Figure 1. M1 wires.
Drawn at 4 px/um. Supply wires on this layer in grey. Cells faint in the background.
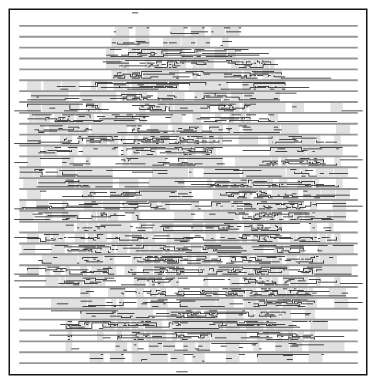
Figure 2. Cell outlines without signal wires.
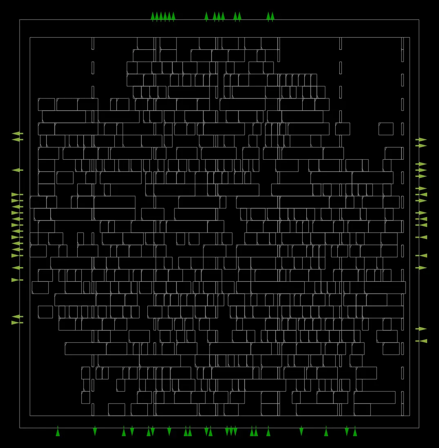
File: src/rtl/histo_frame_sequencer.sv
// Frame-level sequencer for the greyscale histogram: gates pixel accumulation, sweeps
// all bins into the display/cumulative RAMs with a running sum, then clears the histogram.
module histo_frame_sequencer #(
  parameter int BINS   = 256,
  parameter int ADDR_W = 8,
  parameter int CNT_W  = 20,
  parameter int RD_LAT = 1
) (
  input  logic              iPclk,
  input  logic              iRst,
  input  logic              iFval,
  input  logic              iDval,
  input  logic              iEnable,
  input  logic [CNT_W-1:0]  iBin_q,
  output logic [ADDR_W-1:0] oRd_addr,
  output logic [ADDR_W-1:0] oWr_addr,
  output logic              oAcc_en,
  output logic              oCopy_wen,
  output logic [CNT_W-1:0]  oCum_val,
  output logic              oClr_wen,
  output logic              oBusy,
  output logic              oFrame_done,
  output logic              oOverrun,
  output logic [1:0]        oState
);

  typedef enum logic [1:0] {
    S_IDLE  = 2'd0,
    S_ACCUM = 2'd1,
    S_COPY  = 2'd2,
    S_CLEAR = 2'd3
  } state_t;

  // Counter is wide enough to span BINS+RD_LAT copy cycles.
  localparam int CW = ADDR_W + 2;
  localparam logic [CW-1:0]     BINS_C    = CW'(BINS);
  localparam logic [CW-1:0]     LAT_C     = CW'(RD_LAT);
  localparam logic [CW-1:0]     COPY_LAST = CW'(BINS + RD_LAT - 1);
  localparam logic [CW-1:0]     CLR_LAST  = CW'(BINS - 1);
  localparam logic [CW-1:0]     CNT_ONE   = CW'(1);
  localparam logic [ADDR_W-1:0] LAT_A     = ADDR_W'(RD_LAT);

  state_t           state_reg, state_next;
  logic [CW-1:0]    cnt_reg, cnt_next;
  logic [CNT_W-1:0] cum_reg, cum_next;
  logic             fval_d_reg;
  logic             armed_reg;
  logic             done_reg, done_next;
  logic             ovr_reg, ovr_next;

  logic             rise, fall, busy, rd_phase, wr_phase, clr_phase;
  logic [CNT_W:0]   sum_wide;
  logic [CNT_W-1:0] cum_sat;

  assign rise      = iFval & ~fval_d_reg;
  assign fall      = ~iFval & fval_d_reg;
  assign busy      = (state_reg == S_COPY) | (state_reg == S_CLEAR);
  assign rd_phase  = (state_reg == S_COPY) & (cnt_reg < BINS_C);
  assign wr_phase  = (state_reg == S_COPY) & (cnt_reg >= LAT_C);
  // armed_reg holds off the clear sweep until the first edge after reset release
  assign clr_phase = (state_reg == S_CLEAR) & armed_reg;

  assign sum_wide  = {1'b0, cum_reg} + {1'b0, iBin_q};
  assign cum_sat   = sum_wide[CNT_W] ? {CNT_W{1'b1}} : sum_wide[CNT_W-1:0];

  always_comb begin
    state_next = state_reg;
    cnt_next   = cnt_reg;
    cum_next   = cum_reg;
    done_next  = 1'b0;
    ovr_next   = rise & busy;
    case (state_reg)
      S_IDLE: begin
        if (rise & iEnable) state_next = S_ACCUM;
      end
      S_ACCUM: begin
        if (fall) begin
          state_next = S_COPY;
          cnt_next   = '0;
        end
      end
      S_COPY: begin
        if (wr_phase) cum_next = cum_sat;
        if (cnt_reg == COPY_LAST) begin
          state_next = S_CLEAR;
          cnt_next   = '0;
          cum_next   = '0;
        end else begin
          cnt_next = cnt_reg + CNT_ONE;
        end
      end
      S_CLEAR: begin
        if (armed_reg) begin
          if (cnt_reg == CLR_LAST) begin
            state_next = S_IDLE;
            cnt_next   = '0;
            done_next  = 1'b1;
          end else begin
            cnt_next = cnt_reg + CNT_ONE;
          end
        end
      end
      default: begin
        state_next = S_CLEAR;
        cnt_next   = '0;
      end
    endcase
  end

  always_ff @(posedge iPclk or posedge iRst) begin
    if (iRst) begin
      state_reg  <= S_CLEAR;
      cnt_reg    <= '0;
      cum_reg    <= '0;
      fval_d_reg <= 1'b0;
      armed_reg  <= 1'b0;
      done_reg   <= 1'b0;
      ovr_reg    <= 1'b0;
    end else begin
      state_reg  <= state_next;
      cnt_reg    <= cnt_next;
      cum_reg    <= cum_next;
      fval_d_reg <= iFval;
      armed_reg  <= 1'b1;
      done_reg   <= done_next;
      ovr_reg    <= ovr_next;
    end
  end

  assign oAcc_en     = (state_reg == S_ACCUM) & iFval & iDval;
  assign oRd_addr    = rd_phase ? cnt_reg[ADDR_W-1:0] : '0;
  assign oCopy_wen   = wr_phase;
  assign oClr_wen    = clr_phase;
  assign oWr_addr    = wr_phase  ? (cnt_reg[ADDR_W-1:0] - LAT_A) :
                       clr_phase ? cnt_reg[ADDR_W-1:0] : '0;
  assign oCum_val    = wr_phase ? cum_sat : '0;
  assign oBusy       = busy;
  assign oFrame_done = done_reg;
  assign oOverrun    = ovr_reg;
  assign oState      = state_reg;

endmodule
File: config.mk
export PLATFORM = sky130hd
export DESIGN_NAME = histo_frame_sequencer
export DESIGN_NICKNAME = d
export VERILOG_FILES = /design/src/rtl/histo_frame_sequencer.sv
export SDC_FILE = /design/constraint.sdc
export NUM_CORES = 1
export LEC_CHECK = 0
export CORE_AREA = 2 2 87 89
export CTS_BUF_LIST = sky130_fd_sc_hd__clkbuf_8
export DETAILED_ROUTE_END_ITERATION = 10
export DIE_AREA = 0 0 89 91
export GPL_ROUTABILITY_DRIVEN = 1
export PLACE_DENSITY_LB_ADDON = 0.3
export REMOVE_ABC_BUFFERS = 1
export SYNTH_ARGS = -nofsm -noshare
export SYNTH_HDL_FRONTEND = slang
export SYNTH_SLANG_ARGS = --single-unit
File: constraint.sdc
create_clock -name iPclk -period 3.9 [get_ports iPclk]
set_clock_uncertainty 0.15 [all_clocks]
set_input_delay 0.39 -clock iPclk [delete_from_list [all_inputs] [get_ports iPclk]]
set_output_delay 0.39 -clock iPclk [all_outputs]
set_load 0.02 [all_outputs]
==> results.sh <==
# implementation run metrics
export IMPL_ys_types=58
export IMPL_postPlaceCellArea_um2=4114
export IMPL_ir_worst_vdd_mv=0.4489
export IMPL_synthArstFlopShare_pct=100.0
export IMPL_area_growth_pct=35.98
export IMPL_p_sw_share_pct=48.55
export IMPL_switchingPower_mw=1.759
export IMPL_min_from="cum_reg[8]"
export IMPL_ys_flop_type="dfrtp_1"
export IMPL_ant_nets=0
export IMPL_path_cells="clkdlybuf4s50_1 > ha_1 > fa_2 > a211oi_1 > o21a_1 > a2111oi_1 > o31a_1 > a311o_1 > buf_4 > nor2_1 > nor2_1 > dlygate4sd2_1"
export IMPL_synth_edff_count=0
export IMPL_cts_tree="yes"
export IMPL_top_area_cell="dfrtp_1"
export IMPL_status="complete, no violations"
export IMPL_top_logic_kind="simple AND/OR/NAND/NOR gates"
export IMPL_clkSlewWorstSetupHoldPaths_ns=0.08
export IMPL_lay_top_cells="nor2_1 (54), nand2_1 (49), o21ai_0 (46), clkdlybuf4s50_1 (41), buf_4 (35)"
export IMPL_critPathMaxStageDelay_ns=0.43
export IMPL_grt_pass1_vias=3206
export IMPL_crit_top_cell="nor2_1"
export IMPL_dp_hpwl_um=6490
export IMPL_grt_max_degree=26
export IMPL_fin_crit_sh_pct=99.96
export IMPL_clkPwrFrac_pct=9.3
export IMPL_critPathArrivalTime_ns=3.36
export IMPL_grt_pass1_wl_um=15000
export IMPL_whs_ns=0.3426
export IMPL_r2r_cells=10
export IMPL_dr_pass1_iters=5
export IMPL_antenna_found_initial=0
export IMPL_ys_sh_mux_pct=2.034
export IMPL_ios=69
export IMPL_wl_per_cell_um=14.93
export IMPL_required_ns=3.36
export IMPL_cts_buffers=5
export IMPL_yosys_stat_seqShare_pct=28.80
export IMPL_powerDensity_nw_per_um2=849.4
export IMPL_regArea_um2=903.4
export IMPL_endpoint_kind="output pin"
export IMPL_aoi_share_pct=23.02
export IMPL_yosysCellCount=406
export IMPL_hold_path_cell_count=2
export IMPL_cts_root_buf="clkbuf_8"
export IMPL_die_area_um2=8099
export IMPL_pwr_share_seq_pct=16.5
export IMPL_comb_power_share_pct=74.2
export IMPL_track_usage_pct=22.95
export IMPL_hp_class="reg -> reg"
export IMPL_cts_resized=30
export IMPL_n_antenna_cell=0
export IMPL_slew_headroom_pct=52.30
export IMPL_drc=0
export IMPL_cts_hold_buffers=0
export IMPL_die_w_um=89
export IMPL_numPortBuffers=68
export IMPL_row_count=31
export IMPL_post_cts_buffers=3
export IMPL_worst_slack_ns=0.001752
export IMPL_critPathLaunchType="input pin"
export IMPL_worstSetupPathType="in -> out"
export IMPL_yosysWarnings=0
Notes on Figure 1 above:
The wires run mostly horizontal. The layer carries 4100 um of wire. The layer holds 46% of the routed length. 499 nets have wire on it.
DR vias: 3316
routed wire length: 8896 um
met1 Track Usage GR: 32.78%

Notes on Figure 2 above:
fillers: 692
fin util: 59.77%
Core ar.: 7137 um2
Flop Count: 36
Tapcells: 99

-- per-stage QoR --
step	utilization [%]	std cells	total power [mW]	setup TNS (ns)
6_report	59.77	596	3.623	0
5_1_grt	59.77	596	3.942	-0.9570
4_1_cts	59.84	596	3.575	0
3_5_place_dp	57.64	584	3.193	-7.047
3_3_place_gp	57.64	584	3.166	-6.099
2_1_floorplan	-	384	2.259	-5.478
-- per-layer routing --
layer	up-vias	GRT usage (%)	wire length (um)	share of wire, %
li1	1625	-	-	-
met1	1571	32.78	4099	46
met2	108	35.76	4193	47
met3	12	3.636	489	5.5
met4	0	6.343	113	1.3
met5	-	0	0	0
-- cell type report --
type | instances | share of cell area, %
clock buffers | 5 | 1.613
flip-flops and latches | 36 | 21.18
repair buffers | 105 | 21.94
multi-input cells | 337 | 50.40
clock inverters | 3 | 0.9974
well taps | 99 | 2.904
inverters | 11 | 0.9680
-- power by group through the flow --
stage	logic [mW]	registers, mW	clock network, mW
2_1_floorplan	1.65	0.612	0
3_3_place_gp	2.57	0.599	0
3_5_place_dp	2.59	0.605	0
4_1_cts	2.63	0.598	0.347
5_1_grt	2.96	0.615	0.363
6_report	2.69	0.599	0.338
-- path summary, 6_finish.rpt --
| kind | endpoint | slack (ns) |
|---|---|---|
| hold / removal | cum_reg[8] | 0.34 |
| min in group asynchronous | oOverrun | 0.37 |
| setup reg to reg | cum_reg[1] | 0.67 |
| hold reg to reg | cum_reg[8] | 0.34 |
| max in group asynchronous | oState[1] | 2.43 |
| setup / recovery | oCum_val[14] | 0.002 |
-- worst max-delay path, delay by kind of cell --
family	cells	cell delay (ns)
AND-OR/OR-AND	5	1.21
adder cells (fa/ha/maj)	2	0.61
buffers and inverters	3	0.94
AND/OR/NAND/NOR	2	0.21
Power and IR drop assume default switching activity.
